Figure 1. Routed metal per tile.
Scale bar: 50 um. 27 x 27 tiles, from dark purple (low) to yellow (high), scaled to the fullest tile. Values are wire area over tile area, all layers added.
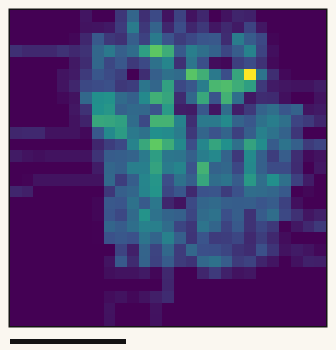
Figure 2. Routing congestion map.
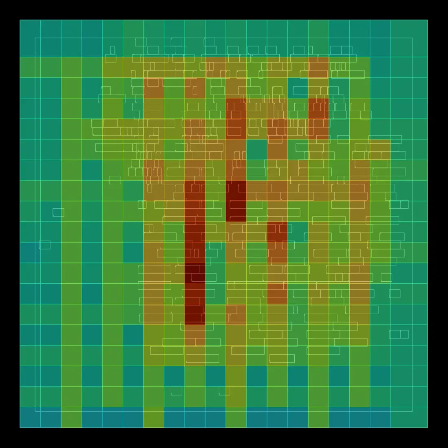
Figure 3. Nets reached from selected ports.
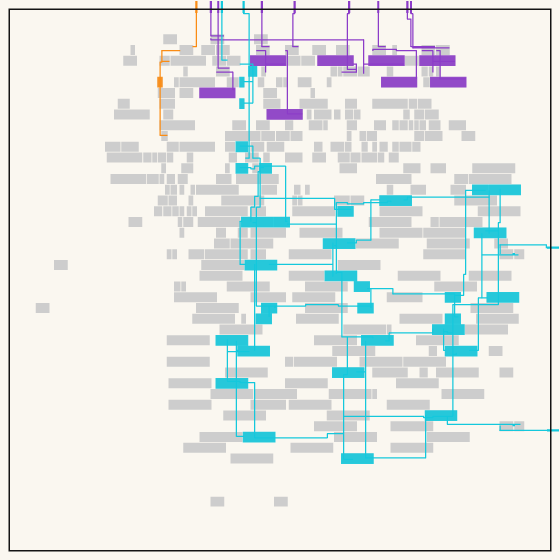
Figure 4. Cells colored by class.
Scale bar: 50 um.
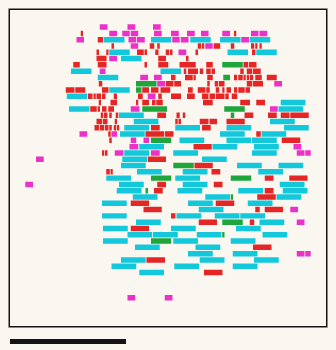
Figure 5. Cells by drive strength.
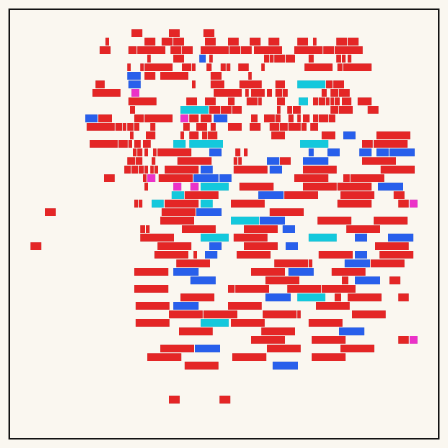
`src/rtl/branch_target_lut_if.sv`:
```
// Lookup/write bus between the fetch stage and the branch-target table.
interface branch_target_lut_if #(
  parameter int ADDR_W = 4,
  parameter int TGT_W  = 8
);
  logic              rd_en;
  logic [ADDR_W-1:0] rd_addr;
  logic [TGT_W-1:0]  pc;
  logic [TGT_W-1:0]  target;
  logic              target_valid;
  logic              wr_en;
  logic [ADDR_W-1:0] wr_addr;
  logic [TGT_W-1:0]  wr_data;
  logic              wr_rel;
  logic              wr_err;
  logic              init_busy;

  modport master (
    output rd_en, rd_addr, pc, wr_en, wr_addr, wr_data, wr_rel,
    input  target, target_valid, wr_err, init_busy
  );

  modport slave (
    input  rd_en, rd_addr, pc, wr_en, wr_addr, wr_data, wr_rel,
    output target, target_valid, wr_err, init_busy
  );
endinterface

```
`src/rtl/branch_target_lut.sv`:
```
// Branch-target lookup table: self-initialises to identity entries after
// reset, then serves one registered lookup and one write per cycle.
// Entries hold either an absolute target or a signed PC-relative offset.
module branch_target_lut #(
  parameter int ADDR_W = 4,
  parameter int TGT_W  = 8,
  parameter int DEPTH  = 8
) (
  input logic               clk,
  input logic               rst,
  branch_target_lut_if.slave bus
);

  localparam int IDX_W = (DEPTH > 1) ? $clog2(DEPTH) : 1;
  localparam logic [ADDR_W:0]   DEPTH_L = (ADDR_W + 1)'(DEPTH);
  localparam logic [ADDR_W-1:0] LAST    = ADDR_W'(DEPTH - 1);

  typedef enum logic {
    INIT,
    RUN
  } state_t;

  state_t            state;
  state_t            state_nxt;
  logic [ADDR_W-1:0] idx;
  logic              init_we;

  logic [TGT_W:0]    mem [0:DEPTH-1];

  logic              rd_in_range;
  logic              wr_in_range;
  logic              rd_ok;
  logic              wr_ok;
  logic              fwd;
  logic [TGT_W:0]    entry;
  logic [TGT_W-1:0]  lookup_val;

  // State register and init index counter.
  always_ff @(posedge clk or posedge rst) begin
    if (rst) begin
      state <= INIT;
      idx   <= '0;
    end else begin
      state <= state_nxt;
      if (init_we) idx <= idx + 1'b1;
    end
  end

  // Next-state logic, init write strobe and busy flag.
  always_comb begin
    state_nxt     = state;
    init_we       = 1'b0;
    bus.init_busy = 1'b0;
    case (state)
      INIT: begin
        init_we       = 1'b1;
        bus.init_busy = 1'b1;
        if (idx == LAST) state_nxt = RUN;
      end
      RUN: state_nxt = RUN;
      default: state_nxt = INIT;
    endcase
  end

  // Lookup datapath; a same-cycle write to the read address is forwarded.
  always_comb begin
    rd_in_range = ({1'b0, bus.rd_addr} < DEPTH_L);
    wr_in_range = ({1'b0, bus.wr_addr} < DEPTH_L);
    rd_ok       = (state == RUN) && bus.rd_en;
    wr_ok       = (state == RUN) && bus.wr_en && wr_in_range;
    fwd         = wr_ok && (bus.wr_addr == bus.rd_addr);
    entry       = fwd ? {bus.wr_rel, bus.wr_data} : mem[bus.rd_addr[IDX_W-1:0]];
    lookup_val  = entry[TGT_W] ? (bus.pc + entry[TGT_W-1:0]) : entry[TGT_W-1:0];
  end

  // Table storage: identity fill during INIT, loader writes during RUN.
  always_ff @(posedge clk) begin
    if (init_we) begin
      mem[idx[IDX_W-1:0]] <= {1'b0, TGT_W'(idx)};
    end else if (wr_ok) begin
      mem[bus.wr_addr[IDX_W-1:0]] <= {bus.wr_rel, bus.wr_data};
    end
  end

  // Registered lookup result and write-reject pulse.
  always_ff @(posedge clk or posedge rst) begin
    if (rst) begin
      bus.target       <= '0;
      bus.target_valid <= 1'b0;
      bus.wr_err       <= 1'b0;
    end else begin
      bus.target_valid <= rd_ok;
      if (rd_ok) bus.target <= rd_in_range ? lookup_val : '0;
      bus.wr_err <= bus.wr_en && ((state == INIT) || !wr_in_range);
    end
  end

endmodule
```
`src/flat_wrapper.sv`:
```
// flat-port wrapper written by rule: the top's interface ports become plain ports
module branch_target_lut_flat 
#(
  parameter int ADDR_W = 4,
  parameter int TGT_W  = 8,
  parameter int DEPTH  = 8
)
  (clk, rst, bus_rd_en, bus_rd_addr, bus_pc, bus_wr_en, bus_wr_addr, bus_wr_data, bus_wr_rel, bus_target, bus_target_valid, bus_wr_err, bus_init_busy);
  branch_target_lut_if #(.ADDR_W(ADDR_W), .TGT_W(TGT_W)) bus_i ();
  input logic clk;
  input logic rst;
  input wire logic [$bits(bus_i.rd_en)-1:0] bus_rd_en;
  input wire logic [$bits(bus_i.rd_addr)-1:0] bus_rd_addr;
  input wire logic [$bits(bus_i.pc)-1:0] bus_pc;
  input wire logic [$bits(bus_i.wr_en)-1:0] bus_wr_en;
  input wire logic [$bits(bus_i.wr_addr)-1:0] bus_wr_addr;
  input wire logic [$bits(bus_i.wr_data)-1:0] bus_wr_data;
  input wire logic [$bits(bus_i.wr_rel)-1:0] bus_wr_rel;
  output wire logic [$bits(bus_i.target)-1:0] bus_target;
  output wire logic [$bits(bus_i.target_valid)-1:0] bus_target_valid;
  output wire logic [$bits(bus_i.wr_err)-1:0] bus_wr_err;
  output wire logic [$bits(bus_i.init_busy)-1:0] bus_init_busy;
  assign bus_i.rd_en = bus_rd_en;
  assign bus_i.rd_addr = bus_rd_addr;
  assign bus_i.pc = bus_pc;
  assign bus_i.wr_en = bus_wr_en;
  assign bus_i.wr_addr = bus_wr_addr;
  assign bus_i.wr_data = bus_wr_data;
  assign bus_i.wr_rel = bus_wr_rel;
  assign bus_target = bus_i.target;
  assign bus_target_valid = bus_i.target_valid;
  assign bus_wr_err = bus_i.wr_err;
  assign bus_init_busy = bus_i.init_busy;
  branch_target_lut #(.ADDR_W(ADDR_W), .TGT_W(TGT_W), .DEPTH(DEPTH)) u_core (.clk(clk), .rst(rst), .bus(bus_i));
endmodule
```
`config.mk`:
```
export PLATFORM = sky130hd
export DESIGN_NAME = branch_target_lut_flat
export DESIGN_NICKNAME = d
export VERILOG_FILES = /design/src/rtl/branch_target_lut_if.sv /design/src/rtl/branch_target_lut.sv /design/src/flat_wrapper.sv
export SDC_FILE = /design/constraint.sdc
export NUM_CORES = 1
export LEC_CHECK = 0
export CAP_MARGIN = 20
export CORE_MARGIN = 5
export CORE_UTILIZATION = 25
export CTS_BUF_LIST = sky130_fd_sc_hd__clkbuf_16
export CTS_CLUSTER_SIZE = 30
export DETAILED_ROUTE_END_ITERATION = 12
export PLACE_DENSITY = 0.47
export SYNTH_ARGS = -nofsm -noshare
export SYNTH_HDL_FRONTEND = slang
export SYNTH_SLANG_ARGS = --single-unit
```
`constraint.sdc`:
```
create_clock -name clk -period 9.8 [get_ports clk]
set_clock_uncertainty 0.05 [all_clocks]
set_input_delay 2.94 -clock clk [delete_from_list [all_inputs] [get_ports clk]]
set_output_delay 2.94 -clock clk [all_outputs]
set_load 0.02 [all_outputs]
```
==> report_table.html <==
<p>Metrics extracted from the flow reports.</p>
<table>
<tr><th>Metric</th><th>Value</th></tr>
<tr><th colspan="2">Run status</th></tr>
<tr><td>Run status</td><td>finished, final reports clean</td></tr>
<tr><th colspan="2">Timing</th></tr>
<tr><td>Setup slack after layout</td><td>3230 ps</td></tr>
<tr><td>Final-report hold violation count</td><td>0</td></tr>
<tr><td>Minimum clock period after layout</td><td>6570 ps</td></tr>
<tr><td>Period utilisation layout</td><td>0.670</td></tr>
<tr><td>Worst slew margin relative to its limit</td><td>0.291</td></tr>
<tr><td>Slew of the pin with the lowest slew margin</td><td>1060 ps</td></tr>
<tr><th colspan="2">Synthesis</th></tr>
<tr><td>Sequential area share after synthesis</td><td>0.633</td></tr>
<tr><td>Post-synthesis sequential element count</td><td>87</td></tr>
<tr><td>Most frequent cell after synthesis</td><td>sky130_fd_sc_hd__edfxtp_1</td></tr>
<tr><td>Cell count after synthesis</td><td>~260</td></tr>
<tr><td>Area fraction in compound gates</td><td>0.0515</td></tr>
<tr><td>Commonest cells post-synth</td><td>sky130_fd_sc_hd__edfxtp_1 (72), sky130_fd_sc_hd__mux4_2 (18), sky130_fd_sc_hd__nand2_1 (17), sky130_fd_sc_hd__mux2_2 (16), sky130_fd_sc_hd__dfrtp_1 (15)</td></tr>
<tr><td>Chip area estimate from yosys synthesis</td><td>~0.004 sq mm</td></tr>
<tr><td>Post-synthesis area per instance</td><td>between 15 and 20 sq um</td></tr>
<tr><td>Post-synth top flop</td><td>sky130_fd_sc_hd__edfxtp_1</td></tr>
<tr><td>Largest cells by area after synthesis</td><td>sky130_fd_sc_hd__edfxtp_1 (54%), sky130_fd_sc_hd__mux4_2 (10%), sky130_fd_sc_hd__dfrtp_1 (9.4%), sky130_fd_sc_hd__mux2_2 (4.5%), sky130_fd_sc_hd__ha_1 (2.5%)</td></tr>
<tr><td>Cell type contributing the most total cell area after synthesis</td><td>sky130_fd_sc_hd__edfxtp_1</td></tr>
<tr><td>YS warnings</td><td>0</td></tr>
<tr><td>Dominant kind of combinational cell</td><td>multiplexers</td></tr>
<tr><td>Async S/R FF share, synth</td><td>0.172</td></tr>
<tr><td>Yosys cell count</td><td>around 260</td></tr>
<tr><td>Simple share</td><td>0.0743</td></tr>
<tr><td>Number of enable-type register cells in the synthesized netlist</td><td>72</td></tr>
<tr><td>Mux share</td><td>0.166</td></tr>
<tr><th colspan="2">Power and ir drop</th></tr>
<tr><td>Peak supply drop</td><td>between 0.00008 and 0.00009 V</td></tr>
<tr><td>Pleak</td><td>1.83 nW</td></tr>
<tr><td>Total power draw</td><td>around 0.83 mW</td></tr>
<tr><td>Power density relative to cell area</td><td>166 mW/mm^2</td></tr>
<tr><th colspan="2">Detailed routing</th></tr>
<tr><td>Remaining number of nets flagged by the antenna check after routing</td><td>0</td></tr>
<tr><td>Wire length on met3</td><td>around 230 um</td></tr>
<tr><td>Detailed Routing Iterations Pass 1</td><td>6</td></tr>
<tr><td>Drt drc</td><td>0</td></tr>
<tr><td>Violation tally from detailed-route iteration zero</td><td>between 150 and 200</td></tr>
<tr><td>Top Metal Used</td><td>met4</td></tr>
<tr><th colspan="2">Worst setup path</th></tr>
<tr><td>Worst EP required</td><td>~10000 ps</td></tr>
<tr><td>Endpoint of the lowest-slack register-to-register path</td><td>u_core.bus.target[7]</td></tr>
<tr><td>Critical path fanouts, max</td><td>11</td></tr>
<tr><td>Capturing instance or port of the critical path</td><td>u_core.bus.target[7]</td></tr>
<tr><td>Category of the critical setup timing path</td><td>in -&gt; reg</td></tr>
<tr><td>Crit path depth</td><td>13</td></tr>
<tr><td>Buf/Inv on CP</td><td>2</td></tr>
<tr><td>CP peak stage delay</td><td>740 ps</td></tr>
<tr><td>Crit path launch</td><td>bus_rd_addr[2]</td></tr>
<tr><td>Arrival @ worst endpoint</td><td>6740 ps</td></tr>
<tr><th colspan="2">Floorplan</th></tr>
<tr><td>Count of standard-cell rows</td><td>around 46</td></tr>
<tr><td>DIE AREA</td><td>approximately 0.019 sq mm</td></tr>
<tr><td>Die H</td><td>137 um</td></tr>
<tr><th colspan="2">Layout</th></tr>
<tr><td>Number of non-clock buffers in the layout</td><td>49</td></tr>
<tr><td>Comb area share</td><td>0.277</td></tr>
<tr><td>Max FFs per register</td><td>72</td></tr>
<tr><td>Total area of multi-input combinational cells</td><td>0.00138 sq mm</td></tr>
<tr><td>Area growth, synth to finish</td><td>24.8%</td></tr>
<tr><td>Biggest cell category by area in the final layout</td><td>registers</td></tr>
<tr><td>Final nets</td><td>347</td></tr>
<tr><td>Flip-flop and latch area</td><td>0.00254 sq mm</td></tr>
<tr><td>Number of flip-flops and latches</td><td>~87</td></tr>
<tr><td>Antenna Cells</td><td>0</td></tr>
<tr><th colspan="2">Clock tree</th></tr>
<tr><td>Clock transition time at the flip-flop clock pins of the worst setup and hold paths</td><td>roughly 60 ps</td></tr>
<tr><td>Clock latency reported for the late side of the worst-skew pair</td><td>340 ps</td></tr>
<tr><td># H-tree levels</td><td>3</td></tr>
<tr><td>Root buffer cell</td><td>sky130_fd_sc_hd__clkbuf_16</td></tr>
<tr><td>CTS tree</td><td>yes</td></tr>
<tr><th colspan="2">Global routing</th></tr>
<tr><td>Via count of the first global-routing pass</td><td>2,447</td></tr>
<tr><td>Global-route congestion overflow total</td><td>0</td></tr>
<tr><th colspan="2">Placement</th></tr>
<tr><td>Number of buffer cells added on primary ports</td><td>39</td></tr>
</table>
## Picture notes: Figure 1
fullest tile	0.49
nearly empty tiles	38%
densest ninth of the die	middle
mean over tiles	0.078
tiles over half the peak	5.2%
aggregate global-route resource usage: 0.108
routed wire length: 9570 um
total via count in the routed design: 2,343

## Picture notes: Figure 2
most congested layer reported by global routing: met2
final standard cell utilization of the core: 0.316
global-route track usage on met2: 0.171

## Picture notes: Figure 3
color	port	bits	direction	edge	end cells	buffers	wire
purple	bus_target	8	output	top	8	8	265 um
cyan	bus_rd_addr	4	input	2 right, 2 top	33	6	872 um
orange	bus_init_busy	1	output	top	1	1	40.3 um

## Picture notes: Figure 4
color	class	cells	share of their area
green	clock drivers and dummy loads	16	6.1%
red	remaining logic cells	162	30%
cyan	registers	87	54%
magenta	remaining buffers and delay cells	49	10%
proportion of cell area occupied by registers: 0.508
finished layout cell area: 0.00500 sq mm
Core ar.: 0.0158 sq mm

## Picture notes: Figure 5
color	size	cells	share
magenta	x3 and x4	7	2.2%
cyan	x6 and larger	15	4.8%
red	x1 and smaller	253	81%
blue	x2	39	12%

## cell families (layout without fill, tap and decap cells)
group / Yosys count / count (layout)
xor+xnor: 10 / 10
simple gates: 59 / 59
flops: 87 / 87
buf+inv: 20 / 76
fa+ha+maj: 9 / 9
mux: 42 / 42
compound gates: 31 / 31
## worst register-to-register path, delay by kind of cell (launching register included)
kind | cells | cell delay (ps)
compound gates | 3 | 710
xor+xnor | 1 | 120
fa+ha+maj | 1 | 280
buf+inv | 1 | 80
flops | 1 | 520
mux | 1 | 430
simple gates | 5 | 1380
## power by group
part	switching, mW	internal [mW]	total (mW)	leakage [nW]
clock	0.138	0.195	0.333	0.142
combinational	0.0469	0.0443	0.0912	0.782
sequential	0.00221	0.405	0.407	0.909
Power is estimated from default activity; no workload was simulated.
